Run 1, PDN straps and rails:
Scale bar: 50 um. Pins as bars on the die edge.
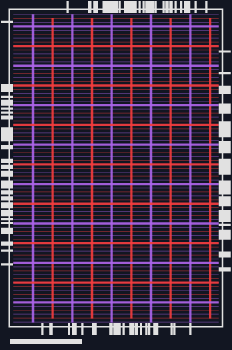
Run 1, placed cells, one color a class:
Fill, decap, tap and diode cells in gray.
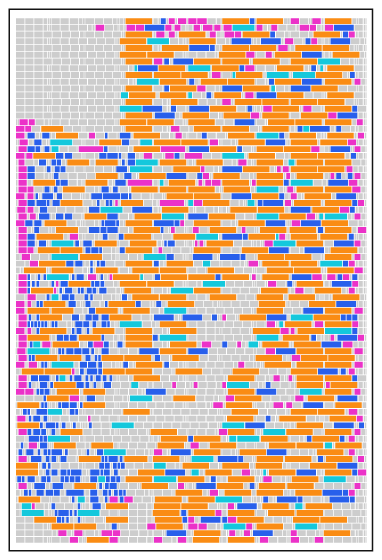
Run 1, routed clock nets over the placement:
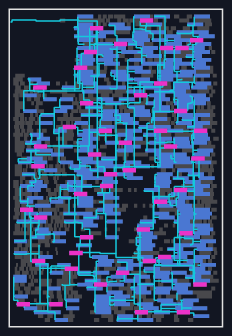
## src/rtl/tx_eth_pkg.sv

```systemverilog
// Shared types and constants for the transmit-side ethernet driver.
package tx_eth_pkg;

  localparam int QW_W        = 64;
  localparam int KEEP_W      = 8;
  localparam int LEN_W       = 13;
  localparam int OFIFO_DEPTH = 4;
  localparam int OFIFO_W     = QW_W + KEEP_W + 1;  // {tlast, tkeep, tdata}
  localparam int RSK_LEAD    = 16;                 // synchroniser lead that qualifies rsk

  // One-hot driver states.
  typedef enum logic [5:0] {
    ST_IDLE  = 6'b000001,
    ST_STRM  = 6'b000010,
    ST_DRAIN = 6'b000100,
    ST_SYNC  = 6'b001000,
    ST_ARB   = 6'b010000,
    ST_LATCH = 6'b100000
  } tx_state_e;

endpackage

```

## src/rtl/tx_eth_ofifo.sv

```systemverilog
// Four-entry output FIFO between the ibuf read pipeline and the MAC.
// The head is masked to zero while empty so the MAC bus idles at 0.
module tx_eth_ofifo
  import tx_eth_pkg::*;
(
  input  logic               clk,
  input  logic               rst,
  input  logic               push,
  input  logic [OFIFO_W-1:0] push_data,
  input  logic               pop,
  output logic [OFIFO_W-1:0] head_data,
  output logic               head_vld,
  output logic [2:0]         free
);

  logic [OFIFO_W-1:0] mem [OFIFO_DEPTH];
  logic [1:0]         wr_ptr;
  logic [1:0]         rd_ptr;
  logic [2:0]         count;
  logic               do_push;
  logic               do_pop;

  assign free      = 3'(OFIFO_DEPTH) - count;
  assign head_vld  = (count != 3'd0);
  assign do_pop    = pop & head_vld;
  assign do_push   = push & (free != 3'd0);
  assign head_data = head_vld ? mem[rd_ptr] : '0;

  // Pointer and occupancy bookkeeping.
  always_ff @(posedge clk or negedge rst) begin
    if (!rst) begin
      wr_ptr <= '0;
      rd_ptr <= '0;
      count  <= '0;
    end else begin
      if (do_push) wr_ptr <= wr_ptr + 2'd1;
      if (do_pop)  rd_ptr <= rd_ptr + 2'd1;
      count <= count + {2'b00, do_push} - {2'b00, do_pop};
    end
  end

  // Storage array; contents are only observable through a valid head.
  always_ff @(posedge clk) begin
    if (do_push) mem[wr_ptr] <= push_data;
  end

endmodule

```

## src/rtl/tx_eth_drv.sv

```systemverilog
// Streams framed packets from the ibuf to the 10G MAC, owns the ibuf read
// pointer, returns consumed space and hands the synchroniser each header.
module tx_eth_drv
  import tx_eth_pkg::*;
#(
  parameter int BW = 9
)(
  input  logic              clk,
  input  logic              rst,
  output logic [BW-1:0]     rd_addr,
  input  logic [QW_W-1:0]   rd_data,
  input  logic [BW:0]       committed_prod,
  output logic [BW:0]       committed_cons,
  input  logic              trig,
  input  logic [LEN_W-1:0]  qw_len,
  input  logic [KEEP_W-1:0] lst_ben,
  input  logic              rsk,
  output logic              rsk_tk,
  output logic              sync,
  input  logic              rsk_en,
  output logic [QW_W-1:0]   m_axis_tdata,
  output logic [KEEP_W-1:0] m_axis_tkeep,
  output logic              m_axis_tvalid,
  output logic              m_axis_tlast,
  input  logic              m_axis_tready
);

  localparam int PW = BW + 1;

  tx_state_e          state;
  tx_state_e          state_nxt;
  logic [PW-1:0]      rd_ptr;
  logic [LEN_W-1:0]   len_q;
  logic [LEN_W-1:0]   cnt;
  logic [KEEP_W-1:0]  ben_q;
  logic               rsk_d;
  logic               rd_vld_p0;
  logic               rd_lst_p0;
  logic               start;
  logic               issue;
  logic               issue_lst;
  logic               fin;
  logic               prod_ok;
  logic [2:0]         fifo_free;
  logic               fifo_vld;
  logic [OFIFO_W-1:0] fifo_head;
  logic [OFIFO_W-1:0] push_data;

  assign rd_addr   = rd_ptr[BW-1:0];
  // The QW at the read pointer exists only once the producer has moved past it.
  assign prod_ok   = (rd_ptr != committed_prod);
  assign issue_lst = (cnt == len_q);

  // State register.
  always_ff @(posedge clk or negedge rst) begin
    if (!rst) state <= ST_IDLE;
    else      state <= state_nxt;
  end

  // Next-state decode and per-state strobes.
  always_comb begin
    state_nxt = state;
    start     = 1'b0;
    issue     = 1'b0;
    fin       = 1'b0;
    sync      = 1'b0;
    rsk_tk    = 1'b0;
    case (state)
      ST_IDLE: begin
        if (trig) begin
          start     = 1'b1;
          state_nxt = ST_STRM;
        end
      end
      ST_STRM: begin
        if (len_q == '0) begin
          state_nxt = ST_DRAIN;
        end else if ((fifo_free > {2'b00, rd_vld_p0}) && prod_ok) begin
          // Only read when the FIFO can absorb this QW plus any in flight.
          issue = 1'b1;
          if (issue_lst) state_nxt = ST_DRAIN;
        end
      end
      ST_DRAIN: begin
        // The last read returns during this cycle and is pushed at its end,
        // so the consumed space can be released on the same edge.
        fin       = 1'b1;
        state_nxt = ST_SYNC;
      end
      ST_SYNC: begin
        sync      = 1'b1;
        state_nxt = ST_ARB;
      end
      ST_ARB: begin
        rsk_tk    = rsk & rsk_en;
        state_nxt = ST_LATCH;
      end
      ST_LATCH: begin
        if (trig || rsk_d) begin
          start     = 1'b1;
          state_nxt = ST_STRM;
        end else begin
          state_nxt = ST_IDLE;
        end
      end
      default: state_nxt = ST_IDLE;
    endcase
  end

  // Read pointer, frame length, consumer pointer and read-issue stage.
  always_ff @(posedge clk or negedge rst) begin
    if (!rst) begin
      rd_ptr         <= '0;
      committed_cons <= '0;
      len_q          <= '0;
      cnt            <= '0;
      rd_vld_p0      <= 1'b0;
      rd_lst_p0      <= 1'b0;
      rsk_d          <= 1'b0;
    end else begin
      rsk_d     <= rsk_tk;
      rd_vld_p0 <= issue;
      rd_lst_p0 <= issue & issue_lst;
      if (start) begin
        rd_ptr <= rd_ptr + PW'(1);          // skip the header
        len_q  <= qw_len;
        cnt    <= LEN_W'(1);
      end else if (issue) begin
        rd_ptr <= rd_ptr + PW'(1);
        cnt    <= cnt + LEN_W'(1);
      end
      if (fin) committed_cons <= committed_cons + PW'(len_q) + PW'(1);
    end
  end

  // Last-QW byte enables travel with the frame, not with reset.
  always_ff @(posedge clk) begin
    if (start) ben_q <= lst_ben;
  end

  // ---- stage p0 -> FIFO: ibuf data lands one cycle after its address ----
  assign push_data = {rd_lst_p0, (rd_lst_p0 ? ben_q : {KEEP_W{1'b1}}), rd_data};

  tx_eth_ofifo u_ofifo (
    .clk       (clk),
    .rst       (rst),
    .push      (rd_vld_p0),
    .push_data (push_data),
    .pop       (m_axis_tready),
    .head_data (fifo_head),
    .head_vld  (fifo_vld),
    .free      (fifo_free)
  );

  assign m_axis_tvalid = fifo_vld;
  assign {m_axis_tlast, m_axis_tkeep, m_axis_tdata} = fifo_head;

endmodule

```

## config.mk

```make
export PLATFORM = sky130hd
export DESIGN_NAME = tx_eth_drv
export DESIGN_NICKNAME = d
export VERILOG_FILES = /design/src/rtl/tx_eth_pkg.sv /design/src/rtl/tx_eth_ofifo.sv /design/src/rtl/tx_eth_drv.sv
export SDC_FILE = /design/constraint.sdc
export NUM_CORES = 1
export LEC_CHECK = 0
export CORE_AREA = 2 2 144 216
export CTS_CLUSTER_DIAMETER = 30
export DETAILED_ROUTE_END_ITERATION = 8
export DIE_AREA = 0 0 146 218
export GPL_TIMING_DRIVEN = 0
export PLACE_DENSITY = 0.76
export SLEW_MARGIN = 10
export SYNTH_ARGS = -nofsm -noshare
export SYNTH_HDL_FRONTEND = slang
export SYNTH_SLANG_ARGS = --single-unit
```

## constraint.sdc

```tcl
create_clock -name clk -period 3.3 [get_ports clk]
set_input_delay 0.66 -clock clk [delete_from_list [all_inputs] [get_ports clk]]
set_output_delay 0.66 -clock clk [all_outputs]
set_load 0.1 [all_outputs]
```

==> reports/metrics.csv, run 1 <==
metric;value;unit
r2r_end;ben_q[6];
tightest_slew;0.994;ns
synth.largest_area_cell;edfxtp_1;
ys_cells;855;
fa_ha_area_share;2.04;%
drv_slew;0;
ys_ff;362;
portBuffers;195;
ys_area;14800;um^2
cp_slowest_cell;mux4_2;
final.setup.tns;0;ns
ys_sh_simple;8.56;%
regMostFlops;u_ofifo.mem;
drc_errors;0;
largest_reg_flops;292;
mostFrequentLayoutCells;edfxtp_1, clkdlybuf4s50_1, and2_1;
dr.first_iter.drc_count;454;
finalHoldViolCount;0;
path_clk_slew;0.06;ns
layout-drive-gt1-share;24.6;%
worst_setup_path_start_kind;register;
syn_area_per_cell;17.3;um^2
dominant_cells;registers;
syn_area;14800;um^2
place.gp.congestion;0.816;
critPathLaunch;u_ofifo.rd_ptr[0];
vias_per_cell;5.30;
grt-ovfl-total;0;
cts-root-buf;clkbuf_16;
antenna_found_initial;1;
crit_chain;clkbuf_4 -> buf_4 -> mux4_2 -> and2_1 -> buf_2;
min-delay-start;committed_cons[9];
yosys.area.top_type_share;60.8;%
mi_logic_area;4000;um^2
reg_top3;u_ofifo.mem x292, cnt x13, len_q x13;
seq_area;10600;um^2
finalClockPeriodUsage;95.7;%
hold_class;register to register;
slew_headroom;33.5;%
clock_path_buffers;3;
fin_crit;3.16;ns
grt_pass1_wl;47100;um
status;complete, no violations;
setup_viol;0;
synthAoiAreaFrac;1.99;%
met1_usage;22.5;%
ff_type;edfxtp_1;
num_vias;8178;
dr.pass1.iters;4;
hold_buffers;1;
cts.sinks;362;
synth_cell_types;53;
fp_util;49.3;%
synth-edff-count;300;
fp_nets;979;
xor_area_share;3.07;%
logic_gates;434;
synthTopCellsByArea;edfxtp_1, mux4_2, dfrtp_1, and2_1, xnor2_1;
wl_per_cell;19.7;um
log.warning_count;30;
drt-total-wl;30400;um
nonClockInverterCount;17;
placed_cell_area;17400;um^2
met3_usage;3.68;%
cp_max_fo;10;
clk_latency;0.55;ns
signal_buffers;243;
taps;400;
ys_seq_share;71.2;%
worstPathRequired;2.64;ns
antenna_cells;1;
r2r-start;state[3];
Notes on 'PDN straps and rails' above:
Key: purple = VSS; red = VDD
The core has 78 rows. 79 met1 rails follow the rows.
core area: 30,100 um^2
Die Ht: 218 um
die x size: 146 um

Notes on 'placed cells, one color a class' above:
Key: magenta = remaining buffers and delay cells [cells 243]; cyan = clock drivers and dummy loads [cells 86]; blue = combinational and other logic [cells 451]; orange = sequential cells [cells 362]
Seq/total area: 55.8%
fin util: 63.0%
# rows: 78
final instance area: 18,900 um^2

Notes on 'routed clock nets over the placement' above:
Key: blue = flip-flops [count 362]; magenta = clock drivers [count 46]; cyan = clock wires [length 4,260 um]
Position of the flops: widely spread.

-- run 1: metrics by stage --
stage	instances	setup slack [ns]	hold WS, ns
floorplan	855	0.0170	0.364
global placement	1450	-1.52	0.470
detailed placement	1455	-0.772	0.460
CTS	1542	0.00991	0.481
global route	1543	0.00352	0.492
finish	1543	0.141	0.484
-- run 1: synth_stat cells (12+ instances only) --
cell      number
nor2_1        23
inv_1         16
edfxtp_1     300
o21ai_0       20
clkbuf_1      22
dfrtp_1       61
mux4_2        73
ha_1          21
nand2_1       69
and2_1        79
xnor2_1       42
nand2b_1      12
-- run 1: worst max-delay path by stage --
| stage | slack (ns) | to | depth (start not counted) |
|---|---|---|---|
| 2_1_floorplan | 0.02 | u_ofifo.mem[2][0] | 6 |
| 3_3_place_gp | -1.52 | u_ofifo.mem[1][22] | 6 |
| 3_5_place_dp | -0.77 | m_axis_tdata[12] | 8 |
| 4_1_cts | 0.01 | m_axis_tdata[59] | 8 |
| 5_1_grt | 0.004 | m_axis_tdata[48] | 8 |
| 6_report | 0.14 | m_axis_tdata[63] | 5 |
-- run 1: critical path, delay by kind of cell (launching register included) --
family	cells	cell delay, ns
muxes	1	0.51
buffers and inverters	3	0.87
DFF	1	0.40
and+or+nand+nor	1	0.16
-- run 1: metal layers --
layer | up-vias | routed length [um]
li1 | 3759 | -
met1 | 4135 | 11600
met2 | 232 | 16400
met3 | 52 | 1530
met4 | 0 | 768
met5 | - | 0
Run 1, clock wiring as the flow saved it:
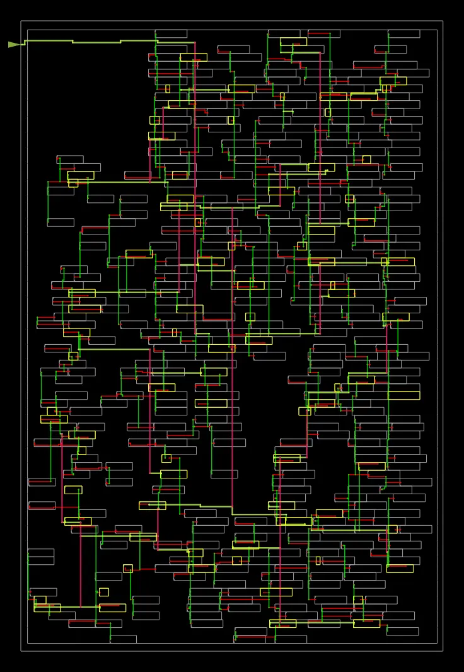

==> run 1 -> run 2 <==
==> constraint.sdc (replaced) <==
create_clock -name clk -period 3.3 [get_ports clk]
set_input_delay 0.495 -clock clk [delete_from_list [all_inputs] [get_ports clk]]
set_output_delay 0.495 -clock clk [all_outputs]
set_load 0.1 [all_outputs]
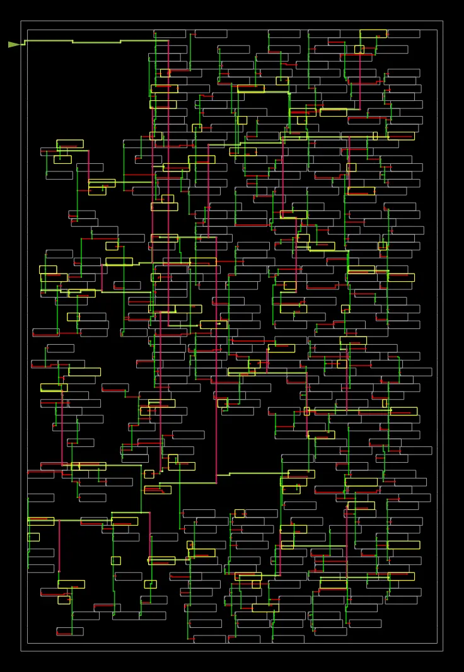
Run 2: clock wiring as the flow saved it
CTS Sinks: 362
clk_buf instances: 53

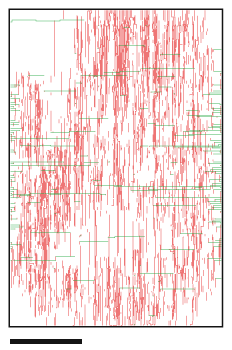
Run 2: signal wires by layer
Scale bar: 50 um. Two of the layers only.
Key: red = metal 2 [wire length 16,300 um]; green = metal 3 [wire length 1,790 um]
routed wire length: 30,300 um
DR WL/cell: 19.5 um
vias: 8,194
Tot GR Track Use: 19.3%

==> run 2 against run 1 <==
Final cell count is 0.32% higher. Synthesized area unchanged. Maximum frequency barely moved. First-iteration DRC count shrank 18%. Wire length shrank 0.30%. Die size unchanged. Clock skew up 0.0055 ns. Setup slack better by 0.0013 ns. Global-route usage grew 0.18 points. Core utilization rose by 0.26 points. Via count rose by 0.20%.
==> reports/metrics.csv, run 2 <==
metric;value;unit
status;complete, no violations;
ys_area;14800;um^2
setup_viol;0;
cp_top_family;buffers and inverters;
seq_area;10600;um^2
ys_ff;362;
core_area;30100;um^2
fp_nets;979;
dr.first_iter.drc_count;371;
place.gp.congestion;0.817;
met1_usage;22.9;%
portBuffers;195;
fp_util;49.3;%
synthTopCellsByArea;edfxtp_1, mux4_2, dfrtp_1, and2_1, xnor2_1;
postLayoutCoreUtil;63.2;%
r2r_end;u_ofifo.mem[3][5];
syn_area;14800;um^2
hold_class;primary input to asynchronous set/reset pin;
worstPathRequired;2.80;ns
setup_ws;0.142;ns
mostFrequentLayoutCells;edfxtp_1, clkdlybuf4s50_1, and2_1;
cp_slowest_cell;dfrtp_1;
vias_per_cell;5.29;
antenna_found_initial;0;
wl_met2;16300;um
logic_gates;434;
syn_area_per_cell;17.3;um^2
dp.cells;1455;
die_x;146;um
largest_reg_flops;292;
whs;0.295;ns
fin_crit;3.16;ns
die_y;218;um
log.warning_count;30;
dr.pass1.iters;8;
crit_buf_inv;5;
wl_met3;1790;um
cp_max_fo;10;
seq-cell-share;55.6;%
cts-root-buf;clkbuf_16;
drv_slew;0;
nonClockInverterCount;17;
fp-row-count;78;
taps;400;
synthMostInstantiatedCell;edfxtp_1;
placed_cell_area;17400;um^2
final.setup.tns;0;ns
antenna_cells;0;
worst_setup_path_start_kind;register;
dominant_cells;registers;
synth-edff-count;300;
reg_top3;u_ofifo.mem x292, cnt x13, len_q x13;
synth_cell_types;53;
regMostFlops;u_ofifo.mem;
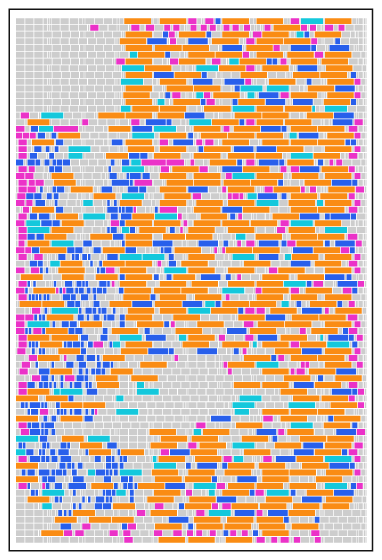
Run 2: placed cells, one color a class
Fill, decap, tap and diode cells in gray.
Key: blue = combinational and other logic [cells 451]; magenta = remaining buffers and delay cells [cells 243]; cyan = clock drivers and dummy loads [cells 92]; orange = sequential cells [cells 362]

[run 2: cell types whose count changed in the layout (fill, tap and decap cells not counted), moves of 3 or more]
| cell | change |
|---|---|
| buf_4 | +6 |
| clkinv_1 | -3 |
| inv_8 | +10 |
| clkinv_2 | -3 |
| buf_6 | -8 |
[run 2: cells by family (layout without fill, tap and decap cells)]
logic type / count (synthesis) / in the layout / share of synthesized area [%]
flops: 362 / 362 / 71.2
fa+ha+maj: 23 / 23 / 2.04
simple gates: 239 / 239 / 8.56
mux: 75 / 75 / 11.2
xor+xnor: 52 / 52 / 3.07
compound gates: 45 / 45 / 1.99
buf+inv: 59 / 352 / 1.87
[run 2: worst register-to-register path, stage by stage, from the launching register on]
cell and delay, ns:
dfrtp_1 0.37, inv_1 0.10, ha_1 0.22, ha_1 0.19, nor2b_1 0.11, clkbuf_1 0.30
and2_4 0.64, buf_12 0.34
[run 2: timing repair]
action                                  4_1_cts  5_1_grt
hold endpoints to repair                     61        0
endpoints found under the setup margin       75       20
resized                                     439        8
hold buffers                                  1        0
[run 2: how the worst max path moves through the flow]
| stage | startpoint | to | slack [ns] | cells after the start |
|---|---|---|---|---|
| finish | u_ofifo.count[1] | m_axis_tdata[9] | 0.14 | 8 |
| global route | u_ofifo.count[1] | m_axis_tdata[10] | 0.003 | 8 |
| CTS | u_ofifo.count[1] | m_axis_tdata[40] | 0.02 | 8 |
| detailed placement | u_ofifo.count[1] | m_axis_tdata[5] | -0.62 | 8 |
| global placement | u_ofifo.count[1] | u_ofifo.mem[0][21] | -1.52 | 6 |
| floorplan | u_ofifo.count[1] | u_ofifo.mem[2][0] | 0.02 | 6 |
